Fig. 1: run 1, clock routing
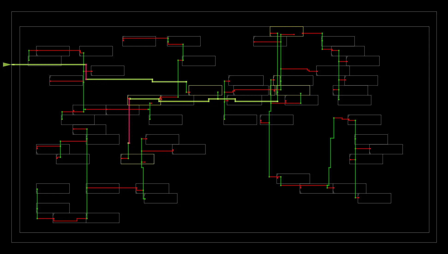
Fig. 2: run 1, placed cells, one color a class
Drawn at 6 px/um.
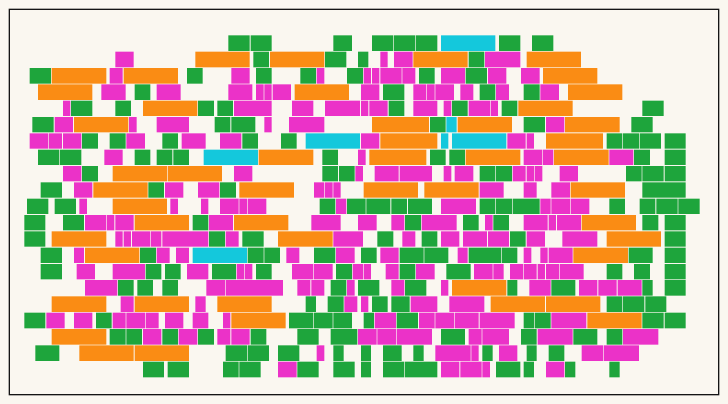
Fig. 3: run 1, routed metal per tile
Drawn at 3 px/um. The die is cut into 24 by 13 equal tiles; dark purple is low, yellow is high, scaled to the fullest tile. Values are wire area over tile area, all layers added.
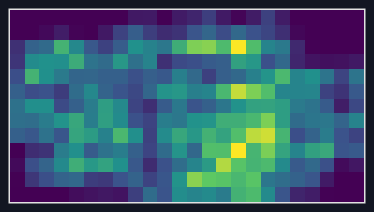
--- src/rtl/dual_issue_if.sv ---
// Issue-stage bus between the IF/ID register, the hazard unit and the dual-issue
// scheduler.
//   master : the pipeline side. It drives the slot contents and the hazard requests,
//            and it receives the issue decisions and the statistics.
//   slave  : the scheduler. It receives the slot contents and the hazard requests,
//            and it drives the issue decisions and the statistics.
interface dual_issue_if #(parameter int CNT_W = 16);
  logic             s0_valid, s1_valid;
  logic [4:0]       s0_rs, s0_rt, s1_rs, s1_rt;
  logic [4:0]       s0_dst, s1_dst;
  logic             s0_regwrite, s1_regwrite;
  logic             s0_mem, s1_mem;
  logic             s0_branch, s1_branch;
  logic             hz_stall, hz_flush;
  logic             issue0, issue1;
  logic             lane0_sel;
  logic [1:0]       pc_adv;
  logic             ifid_hold;
  logic             split_state;
  logic [CNT_W-1:0] dual_cnt, single_cnt, split_cnt;

  modport master (
    output s0_valid, s1_valid, s0_rs, s0_rt, s1_rs, s1_rt, s0_dst, s1_dst,
           s0_regwrite, s1_regwrite, s0_mem, s1_mem, s0_branch, s1_branch,
           hz_stall, hz_flush,
    input  issue0, issue1, lane0_sel, pc_adv, ifid_hold, split_state,
           dual_cnt, single_cnt, split_cnt
  );

  modport slave (
    input  s0_valid, s1_valid, s0_rs, s0_rt, s1_rs, s1_rt, s0_dst, s1_dst,
           s0_regwrite, s1_regwrite, s0_mem, s1_mem, s0_branch, s1_branch,
           hz_stall, hz_flush,
    output issue0, issue1, lane0_sel, pc_adv, ifid_hold, split_state,
           dual_cnt, single_cnt, split_cnt
  );
endinterface

--- src/rtl/dual_issue_scheduler.sv ---
// Issue-stage pairing controller. It decides whether the two IF/ID slots issue
// together or over two cycles. It applies the hazard unit's stall and flush, drives
// the PC advance and the IF/ID hold, and keeps saturating issue statistics.
// Ports:
//   clk   : rising-edge clock
//   rst_n : asynchronous active-low reset; it also forces every output to zero
//   bus   : dual_issue_if slave. Inputs are the slot contents and hz_stall/hz_flush.
//           Outputs are issue0/1, lane0_sel, pc_adv, ifid_hold, split_state and
//           the counters.
//
// state | meaning
// PAIR  | normal pairing decision on the current IF/ID contents
// SPLIT | slot 0 already issued, slot 1 goes down lane 0 this cycle
module dual_issue_scheduler #(
  parameter int CNT_W = 16
) (
  input logic      clk,
  input logic      rst_n,
  dual_issue_if.slave bus
);

  typedef enum logic {PAIR = 1'b0, SPLIT = 1'b1} state_t;

  state_t           state, state_nxt;
  logic             conflict;
  logic             raw_hit, waw_hit, struct_hit, ctrl_hit;
  logic             inc_dual, inc_single, inc_split;
  logic [CNT_W-1:0] dual_q, single_q, split_q;

  // The slot-0 source registers never matter for pairing, because slot 0 is
  // always the older instruction.
  logic unused_inputs;
  assign unused_inputs = ^{bus.s0_rs, bus.s0_rt};

  assign raw_hit    = bus.s0_regwrite && (bus.s0_dst != 5'd0) &&
                      ((bus.s0_dst == bus.s1_rs) || (bus.s0_dst == bus.s1_rt));
  assign waw_hit    = bus.s0_regwrite && bus.s1_regwrite &&
                      (bus.s0_dst != 5'd0) && (bus.s0_dst == bus.s1_dst);
  assign struct_hit = bus.s0_mem && bus.s1_mem;
  assign ctrl_hit   = bus.s0_branch || (bus.s0_branch && bus.s1_branch);
  assign conflict   = bus.s0_valid && bus.s1_valid &&
                      (raw_hit || waw_hit || struct_hit || ctrl_hit);

  always_ff @(posedge clk or negedge rst_n) begin
    if (!rst_n) state <= PAIR;
    else        state <= state_nxt;
  end

  always_comb begin
    state_nxt     = state;
    bus.issue0    = 1'b0;
    bus.issue1    = 1'b0;
    bus.lane0_sel = 1'b0;
    bus.pc_adv    = 2'd0;
    bus.ifid_hold = 1'b0;
    inc_dual      = 1'b0;
    inc_single    = 1'b0;
    inc_split     = 1'b0;
    if (!rst_n) begin
      state_nxt = PAIR;
    end else if (bus.hz_flush) begin
      // The PC mux owns the redirect. The pending slot 1 of a split is dropped.
      state_nxt = PAIR;
    end else if (bus.hz_stall) begin
      bus.ifid_hold = 1'b1;
    end else begin
      case (state)
        PAIR: begin
          if (bus.s0_valid) begin
            bus.issue0 = 1'b1;
            if (!bus.s1_valid) begin
              bus.pc_adv = 2'd1;
              inc_single = 1'b1;
            end else if (conflict) begin
              bus.ifid_hold = 1'b1;
              state_nxt     = SPLIT;
              inc_split     = 1'b1;
            end else begin
              bus.issue1 = 1'b1;
              bus.pc_adv = 2'd2;
              inc_dual   = 1'b1;
            end
          end else begin
            // An invalid slot 0 means a bubble pair, so skip both slots.
            bus.pc_adv = 2'd2;
          end
        end
        SPLIT: begin
          bus.issue0    = 1'b1;
          bus.lane0_sel = 1'b1;
          bus.pc_adv    = 2'd2;
          state_nxt     = PAIR;
          inc_single    = 1'b1;
        end
        default: state_nxt = PAIR;
      endcase
    end
  end

  // The counters saturate at all-ones and never wrap.
  always_ff @(posedge clk or negedge rst_n) begin
    if (!rst_n) begin
      dual_q   <= '0;
      single_q <= '0;
      split_q  <= '0;
    end else begin
      if (inc_dual   && (dual_q   != '1)) dual_q   <= dual_q   + CNT_W'(1);
      if (inc_single && (single_q != '1)) single_q <= single_q + CNT_W'(1);
      if (inc_split  && (split_q  != '1)) split_q  <= split_q  + CNT_W'(1);
    end
  end

  assign bus.split_state = rst_n && (state == SPLIT);
  assign bus.dual_cnt    = dual_q;
  assign bus.single_cnt  = single_q;
  assign bus.split_cnt   = split_q;

endmodule

--- src/flat_wrapper.sv ---
// flat-port wrapper written by rule: the top's interface ports become plain ports
module dual_issue_scheduler_flat 
#(
  parameter int CNT_W = 16
)
  (clk, rst_n, bus_s0_valid, bus_s1_valid, bus_s0_rs, bus_s0_rt, bus_s1_rs, bus_s1_rt, bus_s0_dst, bus_s1_dst, bus_s0_regwrite, bus_s1_regwrite, bus_s0_mem, bus_s1_mem, bus_s0_branch, bus_s1_branch, bus_hz_stall, bus_hz_flush, bus_issue0, bus_issue1, bus_lane0_sel, bus_pc_adv, bus_ifid_hold, bus_split_state, bus_dual_cnt, bus_single_cnt, bus_split_cnt);
  dual_issue_if #(.CNT_W(CNT_W)) bus_i ();
  input logic clk;
  input logic rst_n;
  input wire logic [$bits(bus_i.s0_valid)-1:0] bus_s0_valid;
  input wire logic [$bits(bus_i.s1_valid)-1:0] bus_s1_valid;
  input wire logic [$bits(bus_i.s0_rs)-1:0] bus_s0_rs;
  input wire logic [$bits(bus_i.s0_rt)-1:0] bus_s0_rt;
  input wire logic [$bits(bus_i.s1_rs)-1:0] bus_s1_rs;
  input wire logic [$bits(bus_i.s1_rt)-1:0] bus_s1_rt;
  input wire logic [$bits(bus_i.s0_dst)-1:0] bus_s0_dst;
  input wire logic [$bits(bus_i.s1_dst)-1:0] bus_s1_dst;
  input wire logic [$bits(bus_i.s0_regwrite)-1:0] bus_s0_regwrite;
  input wire logic [$bits(bus_i.s1_regwrite)-1:0] bus_s1_regwrite;
  input wire logic [$bits(bus_i.s0_mem)-1:0] bus_s0_mem;
  input wire logic [$bits(bus_i.s1_mem)-1:0] bus_s1_mem;
  input wire logic [$bits(bus_i.s0_branch)-1:0] bus_s0_branch;
  input wire logic [$bits(bus_i.s1_branch)-1:0] bus_s1_branch;
  input wire logic [$bits(bus_i.hz_stall)-1:0] bus_hz_stall;
  input wire logic [$bits(bus_i.hz_flush)-1:0] bus_hz_flush;
  output wire logic [$bits(bus_i.issue0)-1:0] bus_issue0;
  output wire logic [$bits(bus_i.issue1)-1:0] bus_issue1;
  output wire logic [$bits(bus_i.lane0_sel)-1:0] bus_lane0_sel;
  output wire logic [$bits(bus_i.pc_adv)-1:0] bus_pc_adv;
  output wire logic [$bits(bus_i.ifid_hold)-1:0] bus_ifid_hold;
  output wire logic [$bits(bus_i.split_state)-1:0] bus_split_state;
  output wire logic [$bits(bus_i.dual_cnt)-1:0] bus_dual_cnt;
  output wire logic [$bits(bus_i.single_cnt)-1:0] bus_single_cnt;
  output wire logic [$bits(bus_i.split_cnt)-1:0] bus_split_cnt;
  assign bus_i.s0_valid = bus_s0_valid;
  assign bus_i.s1_valid = bus_s1_valid;
  assign bus_i.s0_rs = bus_s0_rs;
  assign bus_i.s0_rt = bus_s0_rt;
  assign bus_i.s1_rs = bus_s1_rs;
  assign bus_i.s1_rt = bus_s1_rt;
  assign bus_i.s0_dst = bus_s0_dst;
  assign bus_i.s1_dst = bus_s1_dst;
  assign bus_i.s0_regwrite = bus_s0_regwrite;
  assign bus_i.s1_regwrite = bus_s1_regwrite;
  assign bus_i.s0_mem = bus_s0_mem;
  assign bus_i.s1_mem = bus_s1_mem;
  assign bus_i.s0_branch = bus_s0_branch;
  assign bus_i.s1_branch = bus_s1_branch;
  assign bus_i.hz_stall = bus_hz_stall;
  assign bus_i.hz_flush = bus_hz_flush;
  assign bus_issue0 = bus_i.issue0;
  assign bus_issue1 = bus_i.issue1;
  assign bus_lane0_sel = bus_i.lane0_sel;
  assign bus_pc_adv = bus_i.pc_adv;
  assign bus_ifid_hold = bus_i.ifid_hold;
  assign bus_split_state = bus_i.split_state;
  assign bus_dual_cnt = bus_i.dual_cnt;
  assign bus_single_cnt = bus_i.single_cnt;
  assign bus_split_cnt = bus_i.split_cnt;
  dual_issue_scheduler #(.CNT_W(CNT_W)) u_core (.clk(clk), .rst_n(rst_n), .bus(bus_i));
endmodule
--- config.mk ---
export PLATFORM = sky130hd
export DESIGN_NAME = dual_issue_scheduler_flat
export DESIGN_NICKNAME = d
export VERILOG_FILES = /design/src/rtl/dual_issue_if.sv /design/src/rtl/dual_issue_scheduler.sv /design/src/flat_wrapper.sv
export SDC_FILE = /design/constraint.sdc
export NUM_CORES = 1
export LEC_CHECK = 0
export CAP_MARGIN = 5
export CORE_AREA = 2 2 116 62
export CTS_CLUSTER_DIAMETER = 60
export DETAILED_ROUTE_END_ITERATION = 7
export DIE_AREA = 0 0 118 64
export HOLD_SLACK_MARGIN = 0.03
export PLACE_DENSITY = 0.75
export SLEW_MARGIN = 0
export SYNTH_ARGS = -nofsm -noshare
export SYNTH_HDL_FRONTEND = slang
export SYNTH_SLANG_ARGS = --single-unit
--- constraint.sdc ---
create_clock -name clk -period 1.74 [get_ports clk]
set_input_delay 0.174 -clock clk [delete_from_list [all_inputs] [get_ports clk]]
set_output_delay 0.174 -clock clk [all_outputs]
set_load 0.01 [all_outputs]
==> flow_summary_export.csv, run 1 <==
group,metric,value,unit
outcome,status,"complete, but fails checks",
outcome,violations,"setup timing",
placement,placed_cells,503,
grt,grt_pass1_wl,12.8,mm
grt,grt_max_degree,31,
yosys,ys.flop_type,"dfrtp_1",
detailed_routing,wl_met3,400,um
floorplanning,initCoreUtil,38.7,%
final_timing,worstMarginPinSlew,891,ps
yosys,yosysUniqueCellTypes,30,
setup_path,cp_max_fo,5,
grt,grt_use_met2,33.9,%
layout,final_layout_top_logic_cells,"buf_4, clkdlybuf4s50_1, dfrtp_1, xnor2_1, nand2_1",
setup_path,cp_data_arrival_time,2020,ps
power,p_comb,885,uW
setup_path,crit_path_top_delay_cell,"or4_4",
layout,num_antenna_cells,0,
floorplanning,die_h,64,um
flow_run,max_cap_violations,0,
layout,fin_area,0.00469,sq mm
clock_tree,clockRootBuffer,"clkbuf_16",
clock_tree,cts_setup_buffers,7,
yosys,yosysWarnings,0,
final_timing,setup_viol,13,
setup_path,path_delay_family,"simple AND/OR/NAND/NOR gates",
layout,drive_gt1_share,44.7,%
final_timing,finalWorstSetupSlack,-79.5,ps
clock_tree,clock_latency,280,ps
detailed_routing,wl_met1,3.87,mm
yosys,yosys.cell_count.top_type,"dfrtp_1",
clock_tree,holdBufCountCts,3,
power,p_clk_share,29.9,%
clock_tree,clock_path_buffers,2,
power,power.density,653,mW/mm^2
setup_path,cp_slowest_stage_delay,620,ps
yosys,synth-seq-cells,49,
power,swShare,27.4,%
final_timing,hold_ws,366,ps
clock_tree,cts_resized,113,
yosys,adder_share,1.49,%
grt,grt.total_usage,21.5,%
yosys,ys_sh_xor,20.6,%
power,comb_power_share,28.9,%
yosys,synthMuxAreaShare,1.74,%
layout,regArea,0.00123,sq mm
setup_path,critPathBufInv,1,
yosys,yosys.area_share.aoi,2.94,%
grt,met1_usage,31.0,%
floorplanning,top_level_ports,97,
yosys,ys_chip_area,0.00251,sq mm
yosys,yosysTopAreaCellShare,48.8,%
final_timing,fin_skew,3.72,ps
setup_path,cp_cell_sequence,"buf_6 > xor2_2 > nor4_2 > a32oi_2 > a21o_1 > or4_4 > nor2_4 > xor2_1",
final_timing,finalHoldViolations,0,
yosys,top_logic_kind,"simple AND/OR/NAND/NOR gates",
power,p_seq_share,41.2,%
detailed_routing,viasPerCell,4.79,
clock_tree,cts_tree,"yes",
detailed_routing,ant_nets,0,
setup_path,critPathLaunchType,"input pin",
final_timing,min_period,1820,ps
power,total_power,3.06,mW
layout,fillers,462,
yosys,synth_area,0.00251,sq mm
power,leakagePower,2.17,nW
detailed_routing,dr.max_layer_used,"met4",
placement,dp.final_hpwl,5.73,mm
placement,preCtsSetupSlack,-839,ps
placement,portBuffers,85,
yosys,avgSynthCellArea,10.2,sq um
grt,grt_pass1_vias,2563,
yosys,synth-edff-count,0,
flow_run,tool_warnings,40,
layout,fin_nets,479,
final_timing,relSlewSlack,40.4,%
power,ir_drop,0.416,mV
clock_tree,htree_levels,2,
clock_tree,clk_pin_slew_worst_paths,60,ps
yosys,ys_sh_simple,23.5,%
yosys,ys_top_cells_by_count,"dfrtp_1, xnor2_1, nand2_1, xor2_1, nor2_1",
layout,mostFrequentLayoutCell,"buf_4",
-- Fig. 1 (at the start) --
CTS Buf Count: 5
Clk power: 915 uW
Sink Count: 49
Clock buffer cells: 6

-- Fig. 2 (at the start) --
green -> remaining buffers and delay cells  # cells 183
orange -> sequential cells  # cells 49
magenta -> combinational and other logic  # cells 195
cyan -> clock drivers and dummy loads  # cells 7
sequential cell area share: 26.3%
# rows: 21
core area: 0.00649 sq mm
final core utilization: 72.3%

-- Fig. 3 (at the start) --
emptiest ninth of the die = top right
mean over tiles = 0.16
fullest tile = 0.49
nearly empty tiles = 13%
Final Routed Wirelength: 7.92 mm
via count: 2519
WL/cell: 15.1 um

-- run 1: path summary, 6_finish.rpt --
kind	from	to	cells after the start
min	bus_hz_stall	u_core.state	4
max in group asynchronous	rst_n	u_core.bus.split_cnt[2]	3
min reg2reg	u_core.bus.dual_cnt[14]	u_core.bus.dual_cnt[14]	1
max reg2reg	u_core.bus.single_cnt[8]	u_core.bus.single_cnt[13]	8
min in group asynchronous	rst_n	u_core.bus.split_cnt[11]	4
max	bus_s1_dst[0]	u_core.bus.split_cnt[11]	8
-- run 1: final cells by class --
| class | instances | area share, % |
|---|---|---|
| inverters | 4 | 0.320 |
| well taps | 92 | 2.45 |
| clock inverters | 1 | 0.107 |
| repair buffers | 183 | 33.7 |
| multi-input cells | 191 | 34.4 |
| clock buffers | 6 | 2.75 |
| flip-flops and latches | 49 | 26.3 |
Fig. 4: run 1, I/O pins on the die edge
Drawn at 4 px/um. Pins as bars across the die edge, other pins in gray.
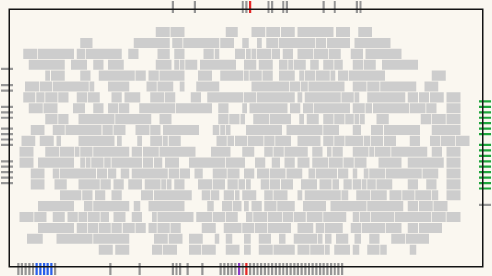

==> inputs of run 2 (changes only) <==
--- a/config.mk
+++ b/config.mk
@@ -6,12 +6,12 @@
 export NUM_CORES = 1
 export LEC_CHECK = 0
 export CAP_MARGIN = 5
-export CORE_AREA = 2 2 116 62
+export CORE_AREA = 2 2 106 67
 export CTS_CLUSTER_DIAMETER = 60
 export DETAILED_ROUTE_END_ITERATION = 7
-export DIE_AREA = 0 0 118 64
+export DIE_AREA = 0 0 108 69
 export HOLD_SLACK_MARGIN = 0.03
-export PLACE_DENSITY = 0.75
+export PLACE_DENSITY = 0.72
 export SLEW_MARGIN = 0
 export SYNTH_ARGS = -nofsm -noshare
 export SYNTH_HDL_FRONTEND = slang
==> constraint.sdc (replaced) <==
create_clock -name clk -period 1.8 [get_ports clk]
set_input_delay 0.18 -clock clk [delete_from_list [all_inputs] [get_ports clk]]
set_output_delay 0.18 -clock clk [all_outputs]
set_load 0.01 [all_outputs]
Fig. 5: run 2, I/O pins on the die edge
Drawn at 3 px/um. Pins as bars across the die edge, other pins in gray.
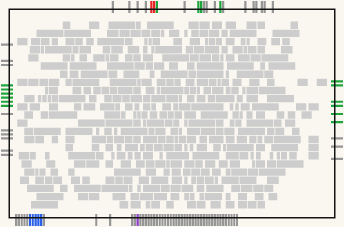
green -> bus_split_cnt  # pins 16, direction output, edge 6 left, 6 right, 4 top
purple -> bus_s0_valid  # pins 1, direction input, edge bottom
red -> bus_pc_adv  # pins 2, direction output, edge top
blue -> bus_s0_rt  # pins 5, direction input, edge bottom
all pins by edge = 52 bottom, 21 top, 15 left, 9 right
die height: 69 um
Die X: 108 um
IO Port Bufs: 85

==> flow_summary_export.csv, run 2 <==
group,metric,value,unit
detailed_routing,wl_met1,3.77,mm
clock_tree,cts_setup_buffers,2,
final_timing,min_period,1910,ps
final_timing,worstMarginPinSlew,605,ps
setup_path,crit_end,"bus_ifid_hold",
setup_path,critPathLaunchType,"input pin",
setup_path,critPathBufInv,3,
placement,placed_cells,490,
setup_path,cp_data_arrival_time,1730,ps
clock_tree,clock_path_buffers,2,
setup_path,cp_max_fo,2,
detailed_routing,wl_per_cell,15.6,um
grt,grt_max_degree,50,
yosys,ys_sh_xor,20.6,%
detailed_routing,ant_nets,0,
yosys,synthMuxAreaShare,1.74,%
flow_run,max_cap_violations,0,
layout,mostFrequentLayoutCell,"buf_4",
clock_tree,clockRootBuffer,"clkbuf_8",
layout,final_layout_top_logic_cells,"buf_4, clkdlybuf4s50_1, dfrtp_1, xnor2_1, nand2_1",
grt,grt.total_usage,20.5,%
layout,utilization,68.8,%
clock_tree,cts_resized,63,
grt,met1_usage,30.8,%
detailed_routing,viasPerCell,4.95,
grt,grt_pass1_vias,2440,
detailed_routing,wl_met3,386,um
setup_path,regToRegStartpoint,"u_core.bus.split_cnt[1]",
clock_tree,numCtsBuffers,5,
layout,fin_area,0.00445,sq mm
clock_tree,cts_tree,"yes",
clock_tree,htree_levels,2,
power,ir_drop,0.606,mV
clock_tree,clock_latency,300,ps
grt,grt_pass1_wl,12.0,mm
layout,drive_gt1_share,36.8,%
final_timing,setup_viol,8,
yosys,yosys.cell_count.top_type,"dfrtp_1",
setup_path,cp_cell_sequence,"dlygate4sd2_1 > xor2_1 > nor3_2 > a31oi_4 > a21oi_2 > buf_4 > a31oi_4 > nor2_1 > buf_2",
detailed_routing,dr.max_layer_used,"met4",
setup_path,crit_path_top_delay_cell,"nor3_2",
floorplanning,row_count,23,
yosys,synth_area,0.00251,sq mm
setup_path,ff2ff_path_depth,7,
clock_tree,clk_pin_slew_worst_paths,90,ps
floorplanning,initCoreUtil,38.8,%
clock_tree,cts.sinks,49,
yosys,adder_share,1.49,%
yosys,yosys.area_share.aoi,2.94,%
final_timing,finalWorstSetupSlack,-110,ps
setup_path,path_delay_family,"buffers and inverters",
yosys,yosysWarnings,0,
outcome,status,"complete, but fails checks",
grt,grt_use_met2,30.0,%
final_timing,fin_skew,9.25,ps
yosys,avgSynthCellArea,10.2,sq um
placement,dp.final_hpwl,5.61,mm
setup_path,crit_cells,9,
yosys,ys_chip_area,0.00251,sq mm
yosys,synth-seq-cells,49,
outcome,violations,"setup timing",
layout,num_antenna_cells,0,
yosys,yosysUniqueCellTypes,30,
setup_path,r2r-end,"u_core.bus.split_cnt[9]",
setup_path,cp_slowest_stage_delay,270,ps
Fig. 6: run 2, signal wires on met4
Drawn at 3 px/um. Supply wires on this layer in gray.
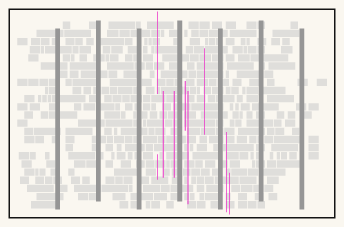
main direction = vertical
longest straight run = 37.4 um
share of all routed wire = 2.7%
Final Routed Wirelength: 7.96 mm
via count: 2527

run 2: cell counts after synthesis:
No cell type changed its count.
run 2: logic make-up after synthesis:
family          count (synthesis)
fa+ha+maj                       3
buf+inv                         5
xor+xnor                       59
flops                          49
compound gates                 11
mux                             4
simple gates                  114
run 2: layout make-up:
class                           instances  area (sq um)
Clock buffer                            7          86.3
Clock inverter                          1          30.0
Fill cell                             489          2020
Inverter                                4          15.0
Multi-Input combinational cell        191          1520
Sequential cell                        49          1230
Tap cell                               87           109
Timing Repair Buffer                  172          1470
run 2: power by group:
group | internal, mW | switching [mW] | leakage [nW]
Clock | 0.453 | 0.364 | 0.0585
Combinational | 0.451 | 0.360 | 1.36
Sequential | 1.18 | 0.0589 | 0.669
run 2: tightest hold or removal path, cell delays in order:
cell	delay (ps)
buf_2	130
buf_4	120
buf_4	500
Fig. 7: run 2, clock routing
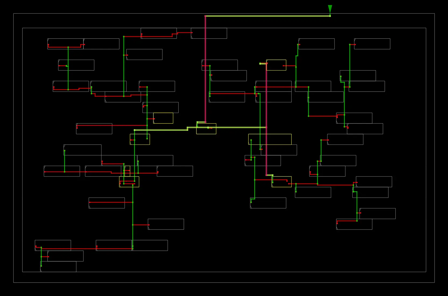

==> inputs of run 3 (changes only) <==
==> constraint.sdc (replaced) <==
create_clock -name clk -period 2.2 [get_ports clk]
set_input_delay 0.22 -clock clk [delete_from_list [all_inputs] [get_ports clk]]
set_output_delay 0.22 -clock clk [all_outputs]
set_load 0.01 [all_outputs]
Fig. 8: run 3, clock routing
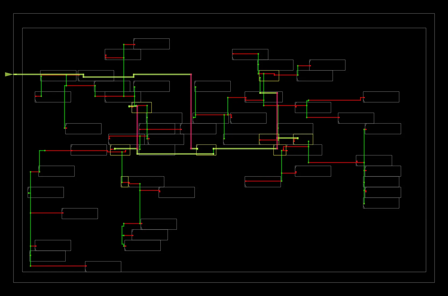
Clk power: 556 uW
Seq cells: 49
Setup Skew: 14.5 ps
worst skew pair latency: 310 ps

==> flow_summary_export.csv, run 3 <==
group,metric,value,unit
detailed_routing,ant_nets,0,
clock_tree,numCtsBuffers,5,
floorplanning,initCoreUtil,38.8,%
yosys,synth-edff-count,0,
detailed_routing,wl_met3,270,um
layout,fillers,577,
setup_path,cp_slowest_stage_delay,420,ps
power,ir_drop,0.376,mV
setup_path,cp_data_arrival_time,1840,ps
yosys,ys.flop_type,"dfrtp_1",
yosys,ys_chip_area,0.00251,sq mm
power,p_clk_share,26.7,%
final_timing,worstMarginPinSlew,614,ps
layout,num_antenna_cells,0,
power,p_switching,583,uW
grt,grt_max_degree,50,
final_timing,finalWorstSetupSlack,136,ps
setup_path,cp_cell_sequence,"clkdlybuf4s50_1 > xor2_1 > nor4_2 > a32oi_1 > a21o_1 > buf_6 > a21oi_4 > nor2_1 > buf_2",
final_timing,hold_ws,48.1,ps
final_timing,finalHoldViolations,0,
setup_path,cp_max_fo,3,
setup_path,crit_cells,9,
floorplanning,top_level_ports,97,
power,power_leader,"sequential cells",
clock_tree,clock_path_buffers,2,
final_timing,setup_viol,0,
yosys,adder_share,1.49,%
yosys,yosys.cell_count.top_type,"dfrtp_1",
detailed_routing,wl_met1,3.23,mm
power,leakagePower,1.72,nW
layout,final_layout_top_logic_cells,"clkdlybuf4s50_1, dfrtp_1, xnor2_1, buf_4",
floorplanning,core,0.00647,sq mm
setup_path,crit_end,"bus_pc_adv[1]",
power,comb_power_share,23.1,%
yosys,ys_sh_xor,20.6,%
flow_run,max_cap_violations,0,
layout,mostFrequentLayoutCell,"clkdlybuf4s50_1",
clock_tree,cts.sinks,49,
final_timing,relSlewSlack,59.1,%
yosys,ys_sh_simple,23.5,%
grt,grt_pass1_wl,10.3,mm
outcome,status,"completed",
power,p_comb,480,uW
final_timing,min_period,2060,ps
setup_path,r2r-end,"u_core.bus.split_cnt[13]",
setup_path,ff2ff_path_depth,8,
setup_path,regToRegStartpoint,"u_core.bus.split_cnt[1]",
yosys,ys_top_cells_by_count,"dfrtp_1, xnor2_1, nand2_1, xor2_1, nor2_1",
yosys,yosys.area_share.aoi,2.94,%
setup_path,critPathLaunchType,"input pin",
layout,drive_gt1_share,16.3,%
layout,utilization,59.1,%
setup_path,critPathBufInv,3,
yosys,yosysUniqueCellTypes,30,
yosys,yosysTopAreaCellShare,48.8,%
grt,grt_pass1_vias,2101,
power,power.density,544,mW/mm^2
yosys,synth_area,0.00251,sq mm
clock_tree,clk_pin_slew_worst_paths,100,ps
setup_path,crit_start,"bus_s1_dst[1]",
layout,fin_nets,413,
clock_tree,htree_levels,2,
yosys,synthMuxAreaShare,1.74,%
yosys,top_logic_kind,"simple AND/OR/NAND/NOR gates",
setup_path,crit_path_top_delay_cell,"clkdlybuf4s50_1",
power,swShare,28.0,%
power,pg_seq,1.04,mW
flow_run,tool_warnings,37,
placement,dp.final_hpwl,4.94,mm
Fig. 9: run 3, routed metal per tile
Drawn at 2 px/um. The die is cut into 22 by 14 equal tiles; dark purple is low, yellow is high, scaled to the fullest tile. Values are wire area over tile area, all layers added.
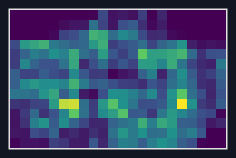
mean over tiles = 0.13
densest ninth of the die = left middle
tiles over half the peak = 14%
emptiest ninth of the die = top right
fullest tile = 0.49
nearly empty tiles = 14%
via count: 2204
gr usage total: 17.2%
WL/cell: 14.0 um
Final Routed Wirelength: 6.37 mm

run 3: cell counts after synthesis:
Identical to the previous run, type by type.
run 3: stage by stage:
step                TNS (ps)  instance area (sq um)  total power [mW]
finish                     0                   3820              2.08
global placement       -4840                   3660              1.49
global route               0                   3820              2.19
detailed placement     -6440                   3660              1.51
CTS                        0                   3750              2.07
floorplan                  0                   2510              1.21
run 3: what timing repair did:
action	4_1_cts	5_1_grt
buffers inserted	0	5
pin swaps	4	6
endpoints found under the setup margin	7	17
resized	12	15
run 3: cell type report:
type                    count  area [sq um]  area share [%]
multi-input cells         191          1300            33.9
flip-flops and latches     49          1230            32.1
repair buffers            117          1080            28.2
well taps                  87           109            2.85
clock buffers               6          82.6            2.16
inverters                   4          15.0           0.393
clock inverters             2          13.8           0.360
Power figures rest on the tool's default switching activity, not on a simulated workload.
